**src/rtl/fifo_msg_pkg.sv**
```systemverilog
// Shared definitions for the FIFO message assembler: terminators and FSM states.
package fifo_msg_pkg;

    localparam logic [7:0] TERM_NL  = 8'h0A;
    localparam logic [7:0] TERM_NUL = 8'h00;

    typedef enum logic [1:0] {
        S_REQ,
        S_CAP,
        S_DONE
    } msg_state_t;

    // A byte closes the current message when it is a newline or NUL.
    function automatic logic is_term(input logic [7:0] b);
        return (b == TERM_NL) || (b == TERM_NUL);
    endfunction

endpackage

```
**src/rtl/fifo_msg_assembler.sv**
```systemverilog
// Pops bytes from the read side of a byte FIFO, assembles them into a message
// closed by a terminator or by MAX_LEN bytes, and offers it downstream with valid/ready.
module fifo_msg_assembler
    import fifo_msg_pkg::*;
#(
    parameter int unsigned MAX_LEN    = 50,
    parameter bit          DROP_EMPTY = 1'b1,
    localparam int unsigned LenW      = $clog2(MAX_LEN + 1)
) (
    input  logic                   read_clk_i,
    input  logic                   rst_ni,
    input  logic                   fifo_empty_i,
    input  logic [7:0]             fifo_data_i,
    output logic                   fifo_rd_en_o,
    output logic                   msg_valid_o,
    input  logic                   msg_ready_i,
    output logic [MAX_LEN*8-1:0]   msg_data_o,
    output logic [LenW-1:0]        msg_len_o,
    output logic                   msg_trunc_o
);

    msg_state_t      state_q, state_d;
    logic [LenW-1:0] len_q, len_d;
    logic            trunc_q, trunc_d;
    logic [7:0]      buf_q [MAX_LEN];
    logic            buf_we;
    logic            cap_term;

    // Only one pop can be in flight: popping moves us to S_CAP, which never pops.
    assign fifo_rd_en_o = (state_q == S_REQ) && !fifo_empty_i;
    assign cap_term     = is_term(fifo_data_i);

    assign msg_valid_o = (state_q == S_DONE);
    assign msg_len_o   = len_q;
    assign msg_trunc_o = trunc_q;

    for (genvar g = 0; g < MAX_LEN; g++) begin : g_pack
        assign msg_data_o[8*g +: 8] = buf_q[g];
    end

    // Next-state logic: request, capture, then hold the message until accepted.
    always_comb begin
        state_d = state_q;
        len_d   = len_q;
        trunc_d = trunc_q;
        buf_we  = 1'b0;
        unique case (state_q)
            S_REQ: begin
                if (!fifo_empty_i) begin
                    state_d = S_CAP;
                end
            end
            S_CAP: begin
                if (cap_term) begin
                    if ((len_q == '0) && DROP_EMPTY) begin
                        state_d = S_REQ;
                    end else begin
                        trunc_d = 1'b0;
                        state_d = S_DONE;
                    end
                end else begin
                    buf_we = 1'b1;
                    len_d  = len_q + 1'b1;
                    // A full buffer closes the message before any further write.
                    if (len_d == LenW'(MAX_LEN)) begin
                        trunc_d = 1'b1;
                        state_d = S_DONE;
                    end else begin
                        state_d = S_REQ;
                    end
                end
            end
            S_DONE: begin
                if (msg_ready_i) begin
                    len_d   = '0;
                    trunc_d = 1'b0;
                    state_d = S_REQ;
                end
            end
            default: begin
                state_d = S_REQ;
            end
        endcase
    end

    // State, length and truncation flag registers.
    always_ff @(posedge read_clk_i or negedge rst_ni) begin
        if (!rst_ni) begin
            state_q <= S_REQ;
            len_q   <= '0;
            trunc_q <= 1'b0;
        end else begin
            state_q <= state_d;
            len_q   <= len_d;
            trunc_q <= trunc_d;
        end
    end

    // Payload buffer: the captured byte lands at the current length index.
    always_ff @(posedge read_clk_i or negedge rst_ni) begin
        if (!rst_ni) begin
            for (int i = 0; i < MAX_LEN; i++) begin
                buf_q[i] <= '0;
            end
        end else if (buf_we) begin
            for (int i = 0; i < MAX_LEN; i++) begin
                if (len_q == LenW'(i)) begin
                    buf_q[i] <= fifo_data_i;
                end
            end
        end
    end

`ifndef SYNTHESIS
    len_bound_a: assert property (@(posedge read_clk_i) disable iff (!rst_ni)
        len_q <= LenW'(MAX_LEN));
    no_pop_in_done_a: assert property (@(posedge read_clk_i) disable iff (!rst_ni)
        (state_q == S_DONE) |-> !fifo_rd_en_o);
`endif

endmodule
```
**config.mk**
```make
export PLATFORM = sky130hd
export DESIGN_NAME = fifo_msg_assembler
export DESIGN_NICKNAME = d
export VERILOG_FILES = /design/src/rtl/fifo_msg_pkg.sv /design/src/rtl/fifo_msg_assembler.sv
export SDC_FILE = /design/constraint.sdc
export NUM_CORES = 1
export LEC_CHECK = 0
export CELL_PAD_IN_SITES_DETAIL_PLACEMENT = 0
export CELL_PAD_IN_SITES_GLOBAL_PLACEMENT = 2
export CORE_UTILIZATION = 30
export CTS_CLUSTER_SIZE = 12
export DETAILED_ROUTE_END_ITERATION = 10
export GPL_ROUTABILITY_DRIVEN = 0
export PLACE_DENSITY = 0.75
export SLEW_MARGIN = 0
export SYNTH_ARGS = -nofsm -noshare
export SYNTH_HDL_FRONTEND = slang
export SYNTH_SLANG_ARGS = --single-unit
```
**constraint.sdc**
```tcl
create_clock -name read_clk_i -period 2.35 [get_ports read_clk_i]
set_clock_uncertainty 0.2 [all_clocks]
set_input_delay 0.235 -clock read_clk_i [delete_from_list [all_inputs] [get_ports read_clk_i]]
set_output_delay 0.235 -clock read_clk_i [all_outputs]
set_load 0.02 [all_outputs]
```
Run 1, M1 wires:
The bar under the picture is 50 um long. Cells faint in the background.
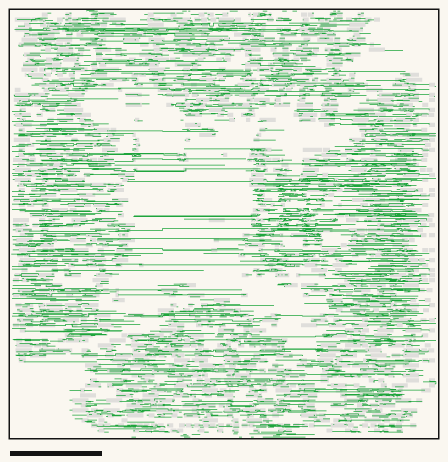
The longest straight run is 81.9 um. The wires run mostly horizontal. The layer carries 22.0 mm of wire. The layer holds 43% of the routed length. 1,310 nets have wire on it.

Run 1, signal wires on met2:
The bar under the picture is 50 um long. Cells faint in the background.
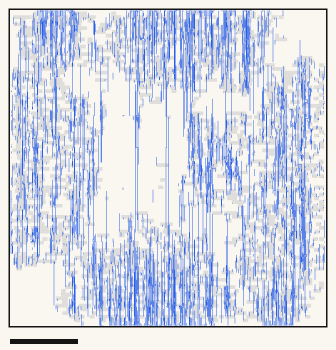
1,440 nets have wire on it. The layer holds 47% of the routed length.

Run 1, metal 3:
The bar under the picture is 50 um long. Cells faint in the background.
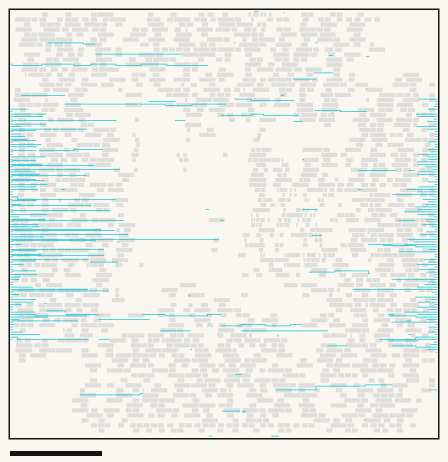
The layer holds 7.1% of the routed length. The longest straight run is 113 um. 214 nets have wire on it. The layer carries 3,600 um of wire.

Run 1, the metal 4 layer:
The bar under the picture is 50 um long.
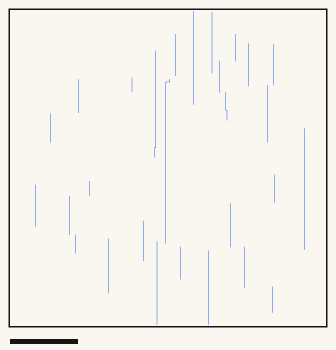
The layer holds 2.1% of the routed length. 12 nets have wire on it. The longest straight run is 119 um. The layer carries 1,050 um of wire.

==> qor.csv, run 1 <==
metric,value,unit
hp-start,fifo_empty_i,
core,52400,um^2
warnings,32,
drt_iter0_drc,391,
root_buffer,clkbuf_16,
xor_area_share,0.275,%
fp_nets,1012,
worst-path-buf-inv,1,
final.setup.tns,0,ps
drv_cap,0,
synth_seq_share,64.3,%
track_usage,18.7,%
die_y,232,um
dieArea,54000,um^2
clk_pin_slew,60,ps
drv_slew,0,
final_cell_area,23300,um^2
synth-compound-area-share,1.57,%
required,2600,ps
postPlaceCellArea,21400,um^2
ys.flop_type,dfrtp_1,
slowest_stage,nor2_2,
comb-power,6960,uW
logic_family,multiplexers,
holdWs,49.8,ps
nNetsFinal,1500,
common_cells,"dfrtp_1, mux2_2, clkbuf_1",
synthMuxAreaShare,28.3,%
r2r_setup_slack,50,ps
grt_max_degree,69,
cts_tree,built,
antenna_left,0,
firstDrtPassIters,4,
cts_buffer_depth,3,
period_needed,2300,ps
cpPeakStageDelay,480,ps
arrival,2560,ps
hold_viol_final,0,
synthArstFlopShare,100,%
worstHoldPathType,in2reg,
synth-area-yosys,15900,um^2
grt_pass1_vias,11000,
seq_power_share,38.1,%
setup.worst_path.start,msg_len_o[1],
ys_top_cells_by_area,"dfrtp_1, mux2_2, nor2_2, clkbuf_1, o311ai_4",
p_clk_share,32.5,%
p_leak,0.0106,uW
wire_per_inst,22.9,um
cp-end-kind,register,
floorplan.core_util,30.4,%
crit_cells,5,
instances_no_fill,2210,
cts_buffers,47,
via_count,10200,
cp-endpoint,msg_data_o[330],
critPathMaxFanout,8,
sw_frac_of_total,30.5,%
drive_gt1_share,40.6,%
rr_worst_depth,5,
fp.dieW,232,um
ir_drop,0.544,mV
largest_reg_flops,400,
status,"finished, final reports clean",
fin_crit_sh,98.1,%
syn_to_final_growth,46.2,%
postSynthAreaPerCell,16.0,um^2
holdPathStages,2,
r2r-end,msg_data_o[330],
crit_chain,inv_1 -> ha_1 -> o311ai_4 -> nor2_2 -> mux2_2,
grt_first_pass_wirelength,74700,um
start_kind,register,
dp_slack,-456,ps
antenna_found_initial,0,
powerSeq,9040,uW
r2r-start,msg_len_o[1],
grt_setup_unrepaired,true,
top_cell,dfrtp_1,
-- run 1: what timing repair did --
item,in CTS,in global routing
buffers inserted,0,0
pin swaps,0,1
endpoints found under the setup margin,178,161
hold buffers,3,0
hold endpoints to repair,409,0
resized,26,17
-- run 1: metal layers --
layer | share of wire (%) | global-route usage [%] | vias up
li1 | - | - | 4503
met1 | 43 | 24.2 | 5391
met2 | 47 | 30.3 | 284
met3 | 7.1 | 5.91 | 67
met4 | 2.1 | 4.87 | 0
met5 | 0 | 0 | -
-- run 1: area by class of cell --
type                    count  area [um^2]  share of cell area, %
flip-flops and latches    409        10200                   44.0
multi-input cells         530         5640                   24.2
repair buffers            492         4870                   20.9
clock buffers              71         1440                   6.18
well taps                 688          861                   3.70
clock inverters            16          214                  0.919
inverters                   3         11.3                 0.0484
diodes                      1         2.50                 0.0108
==> run 2, diff against run 1 <==
--- a/config.mk
+++ b/config.mk
@@ -7,6 +7,8 @@
 export LEC_CHECK = 0
 export CELL_PAD_IN_SITES_DETAIL_PLACEMENT = 0
 export CELL_PAD_IN_SITES_GLOBAL_PLACEMENT = 2
+export CORE_ASPECT_RATIO = 1.5
+export CORE_MARGIN = 4
 export CORE_UTILIZATION = 30
 export CTS_CLUSTER_SIZE = 12
 export DETAILED_ROUTE_END_ITERATION = 10
Run 2, metal 3:
The bar under the picture is 50 um long. Cells faint in the background.
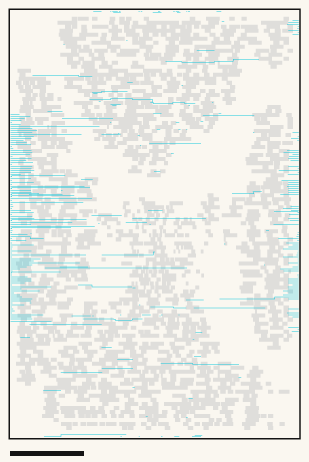
The longest straight run is 96.1 um. The layer carries 3,250 um of wire. The layer holds 5.9% of the routed length.

Run 2, signal wires on met2:
The bar under the picture is 50 um long. Cells faint in the background.
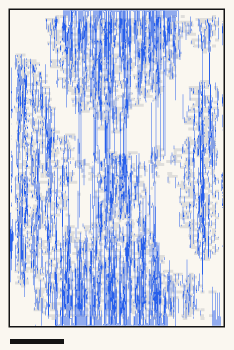
The layer holds 53% of the routed length. The layer carries 29.0 mm of wire. The wires run mostly vertical. The longest straight run is 94.2 um. 1,466 nets have wire on it.

==> qor.csv, run 2 <==
metric,value,unit,change
final_cell_mix,"dfrtp_1, clkdlybuf4s50_1, mux2_2, buf_4, clkbuf_16",,unchanged
status,"finished, final reports clean",,unchanged
num_tap_cells,682,,was 688
grtUsageMet2,34.4,%,was 30.3%
dominant-cell-class,registers,,unchanged
start_kind,register,,unchanged
synth_cells,995,,unchanged
ys.flop_type,dfrtp_1,,unchanged
crit_chain,buf_4 -> clkdlybuf4s50_1,,was inv_1 -> ha_1 -> o311ai_4 -> nor2_2 -> mux2_2
drt_iter0_drc,265,,was 391
clock_area_share,5.55,%,was 7.10%
grt_setup_unrepaired,true,,unchanged
top_usage_layer,met2,,unchanged
synth_seq_share,64.3,%,unchanged
grt_pass1_vias,11300,,was 11.0k
dp_slack,-378,ps,was -456 ps
ctsResizeCount,43,,was 26
hold_viol_final,0,,unchanged
signal_buffers,504,,was 492
comb_area_share,24.7,%,was 24.2%
fin_crit_sh,98.0,%,was 98.1%
power.density,978,nW/um^2,was 1020 nW/um^2
met3_usage,4.90,%,was 5.91%
ir_drop,0.584,mV,was 0.544 mV
critPathMaxFanout,5,,was 8
arrival,1870,ps,was 2560 ps
synthArstFlopShare,100,%,unchanged
wire_per_inst,25.0,um,was 22.9 um
ctsHoldBuffers,2,,was 3
ios,421,,unchanged
wl_met3,3250,um,was 3600 um
warnings,33,,was 32
top_layer,met5,,was met4
grt_first_pass_wirelength,81000,um,"was 74,700 um"
drive_gt1_share,40.6,%,about the same
final_cell_area,23100,um^2,"was 23,300 um^2"
via_count,10300,,was 10.2k
clk_pin_slew,60,ps,about the same
r2r_setup_slack,60,ps,was 50 ps
worst-path-buf-inv,2,,was 1
instances_no_fill,2198,,"was 2,210"
p_clk_share,28.3,%,was 32.5%
die_y,290,um,was 232 um
period_needed,2300,ps,about the same
fp.dieW,196,um,was 232 um
floorplan.core_util,30.3,%,was 30.4%
core,52600,um^2,"was 52,400 um^2"
post_cts_buffers,4,,was 0
track_usage,19.2,%,was 18.7%
top_cell,dfrtp_1,,unchanged
powerSeq,9000,uW,was 9040 uW
sw_frac_of_total,32.1,%,was 30.5%
yosys.area.top_type_share,64.3,%,unchanged
postSynthAreaPerCell,16.0,um^2,unchanged
m1WireLength,20100,um,"was 22,000 um"
ys_top_cells_by_area,"dfrtp_1, mux2_2, nor2_2, clkbuf_1, o311ai_4",,unchanged
fp_nets,1012,,unchanged
slowest_stage,clkdlybuf4s50_1,,was nor2_2
ys_ff,409,,unchanged
firstDrtPassIters,4,,unchanged
synth-area-yosys,15900,um^2,unchanged
layout_setup_ws,48.0,ps,was 45.4 ps
final.setup.tns,0,ps,unchanged
cts_buffer_depth,3,,unchanged
worstHoldPathType,in2async,,was in2reg
comb_cells,530,,unchanged
largest_reg_flops,400,,unchanged
cpPeakStageDelay,710,ps,was 480 ps
p_leak,0.0104,uW,was 0.0106 uW
cp-end-kind,primary output,,was register
cts_buffers,43,,was 47
bufAreaShareNonClock,21.7,%,was 20.9%
required,1910,ps,was 2600 ps
seq_power_share,39.8,%,was 38.1%
dr_wl_met2,29000,um,"was 24,000 um"
dieArea,56900,um^2,"was 54,000 um^2"
wl,55000,um,"was 50,600 um"
drv_slew,0,,unchanged
syn_to_final_growth,45.2,%,was 46.2%
seq_cells,409,,unchanged
drv_cap,0,,unchanged
antenna_found_initial,5,,was 0
diodes,0,,was 1
comb_area,5710,um^2,was 5640 um^2
grt_max_degree,58,,was 69
flop_area,10200,um^2,unchanged
synth_cell_type_count,40,,unchanged
antenna_left,0,,unchanged
root_buffer,clkbuf_16,,unchanged
holdWs,4.98,ps,was 49.8 ps
clkbuf_count,62,,was 71
fmax,434,MHz,about the same
cts_tree,built,,unchanged
Run 2, M1 wires:
The bar under the picture is 50 um long. Cells faint in the background.
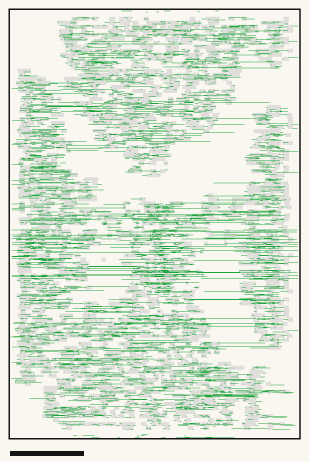
The layer holds 37% of the routed length. 1,313 nets have wire on it. The longest straight run is 70.8 um.

[run 2: cell counts after synthesis]
Identical to the previous run, type by type.
[run 2: logic make-up after synthesis]
| logic type | share of synthesized area (%) |
|---|---|
| mux | 28.3 |
| buf+inv | 1.42 |
| compound gates | 1.57 |
| fa+ha+maj | 0.393 |
| flops | 64.3 |
| simple gates | 3.72 |
| xor+xnor | 0.275 |
[run 2: worst paths after layout]
check                                     from              end  cells after the start
max in group asynchronous               rst_ni  msg_data_o[380]                      3
min in group read_clk_i           fifo_empty_i       state_q[0]                      2
worst min-delay path                    rst_ni  msg_data_o[182]                      2
worst min register to register  msg_data_o[47]   msg_data_o[47]                      1
worst max-delay path              msg_len_o[5]     msg_len_o[5]                      2
worst max register to register    msg_len_o[5]  msg_data_o[289]                      5
Run 2, congestion heat map:
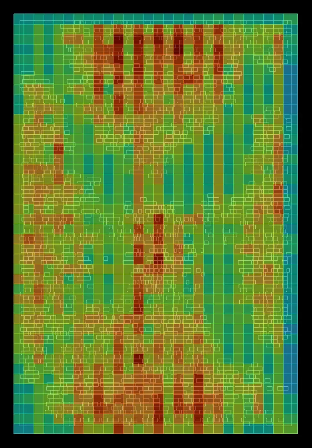

==> run 3, diff against run 2 <==
--- a/config.mk
+++ b/config.mk
@@ -8,7 +8,7 @@
 export CELL_PAD_IN_SITES_DETAIL_PLACEMENT = 0
 export CELL_PAD_IN_SITES_GLOBAL_PLACEMENT = 2
 export CORE_ASPECT_RATIO = 1.5
-export CORE_MARGIN = 4
+export CORE_MARGIN = 3
 export CORE_UTILIZATION = 30
 export CTS_CLUSTER_SIZE = 12
 export DETAILED_ROUTE_END_ITERATION = 10
Run 3, congestion heat map:
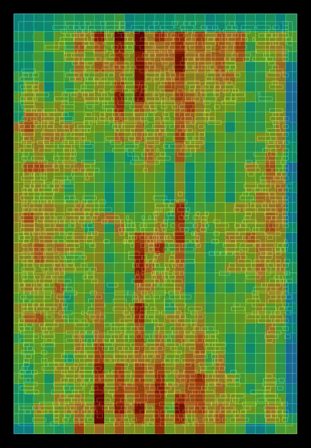
GRT Total Usage: 18.8%
met1 Use GR: 20.8%

Run 3, signal wires on met2:
The bar under the picture is 50 um long. Cells faint in the background.
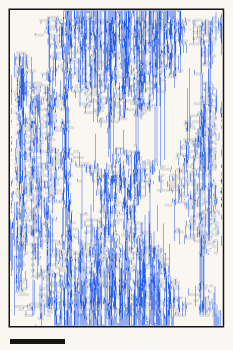
The longest straight run is 120 um. The layer holds 54% of the routed length. The layer carries 28.9 mm of wire.

Run 3, the metal 4 layer:
The bar under the picture is 50 um long.
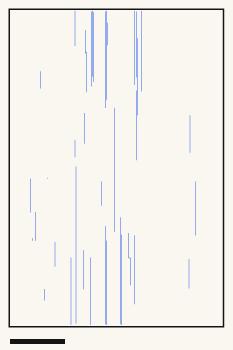
The wires run mostly vertical. The layer holds 3.6% of the routed length.

==> qor.csv, run 3 <==
metric,value,unit,change
ios,421,,unchanged
cp-endpoint,msg_data_o[122],,was msg_len_o[5]
drv_slew,0,,unchanged
comb_cells,530,,unchanged
grt_first_pass_wirelength,78600,um,"was 81,000 um"
fin_crit_sh,101,%,was 98.0%
synth-area-yosys,15900,um^2,unchanged
core,52100,um^2,"was 52,600 um^2"
top_cell,dfrtp_1,,unchanged
comb_area,5670,um^2,was 5710 um^2
dr_wl_met2,28900,um,"was 29,000 um"
setup_viol,8,,was 0
wire_per_inst,24.6,um,was 25.0 um
grt_max_degree,60,,was 58
seq_cells,409,,unchanged
floorplan.core_util,30.6,%,was 30.3%
cts_tree,built,,unchanged
yosys.area.top_type_share,64.3,%,unchanged
fp.dieW,194,um,was 196 um
common_cells,"dfrtp_1, mux2_2, clkbuf_1",,unchanged
firstDrtPassIters,4,,unchanged
clk_pin_slew,60,ps,about the same
cp-end-kind,register,,was primary output
dominant-cell-class,registers,,unchanged
grtUsageMet2,35.1,%,was 34.4%
xor_area_share,0.275,%,unchanged
cts_buffer_depth,3,,unchanged
period_needed,2380,ps,was 2300 ps
diodes,1,,was 0
setup.worst_path.start,msg_len_o[5],,unchanged
m1WireLength,19800,um,"was 20,100 um"
bufAreaShareNonClock,21.5,%,was 21.7%
crit_chain,nor2_1 -> nand3_1 -> nor2_2 -> mux2_2,,was buf_4 -> clkdlybuf4s50_1
cpPeakStageDelay,600,ps,was 710 ps
instances_no_fill,2187,,"was 2,198"
cts_buffers,43,,unchanged
synth_seq_share,64.3,%,unchanged
flop_area,10200,um^2,about the same
synth_cell_type_count,40,,unchanged
holdWs,47.9,ps,was 4.98 ps
drv_cap,0,,unchanged
die_y,288,um,was 290 um
worstHoldPathType,in2async,,unchanged
grt_pass1_vias,11200,,was 11.3k
power.density,982,nW/um^2,was 978 nW/um^2
seq_share,44.4,%,was 44.3%
top_usage_layer,met2,,unchanged
hold_viol_final,0,,unchanged
violations,setup timing,,
p_leak,0.0104,uW,about the same
signal_buffers,496,,was 504
synthMuxAreaShare,28.3,%,unchanged
nNetsFinal,1500,,"was 1,508"
met3_usage,4.72,%,was 4.90%
crit_cells,4,,was 2
syn_to_final_growth,44.7,%,was 45.2%
root_buffer,clkbuf_16,,unchanged
drive_gt1_share,39.9,%,was 40.6%
grt_setup_unrepaired,true,,unchanged
status,"complete, but fails checks",,"was finished, final reports clean"
ir_drop,0.639,mV,was 0.584 mV
postSynthAreaPerCell,16.0,um^2,unchanged
clkbuf_count,67,,was 62
via_count,10200,,was 10.3k
antenna_left,0,,unchanged
ys_top_cells_by_area,"dfrtp_1, mux2_2, nor2_2, clkbuf_1, o311ai_4",,unchanged
arrival,2620,ps,was 1870 ps
layout_setup_ws,-33.5,ps,was 48.0 ps
r2r_setup_slack,-30,ps,was 60 ps
synth_cells,995,,unchanged
ys_ff,409,,unchanged
top_layer,met5,,unchanged
dieArea,55900,um^2,"was 56,900 um^2"
drt_iter0_drc,339,,was 265
comb_area_share,24.6,%,was 24.7%
synth-compound-area-share,1.57,%,unchanged
synth-simple-area-share,3.72,%,unchanged
inverters_excl_clock,3,,unchanged
synthArstFlopShare,100,%,unchanged
wl_met3,3150,um,was 3250 um
r2r-start,msg_len_o[5],,unchanged
r2r-end,msg_data_o[122],,was msg_data_o[289]
num_tap_cells,676,,was 682
antenna_found_initial,2,,was 5
worst-path-buf-inv,0,,was 2
final_cell_mix,"dfrtp_1, clkdlybuf4s50_1, mux2_2, buf_4, clkbuf_16",,unchanged
warnings,33,,unchanged
clock_area_share,5.75,%,was 5.55%
start_kind,register,,unchanged
[run 3: cell counts after synthesis]
Identical to the previous run, type by type.
[run 3: power breakdown]
group	leakage [uW]	switching (uW)	internal (uW)
Sequential	0.00555	677	8300
Clock	0.000635	2770	3720
Combinational	0.00425	3700	3460
[run 3: metrics by stage]
step | area [um^2] | setup WS, ps | setup TNS (ps)
after floorplan | 15900 | -64.6 | -1970
after global placement | 21500 | -352 | -65180
after detailed placement | 21500 | -344 | -67080
after CTS | 22900 | -64.3 | -1640
after global routing | 23000 | -160 | -3130
final | 23000 | -33.5 | -181
[run 3: what timing repair did]
action / 4_1_cts / 5_1_grt
hold buffers: 1 / 0
buffers inserted: 1 / 0
endpoints found under the hold margin: 409 / 0
gates resized: 18 / 27
pin swaps: 1 / 0
endpoints found under the setup margin: 155 / 196
Power is estimated from default activity; no workload was simulated.
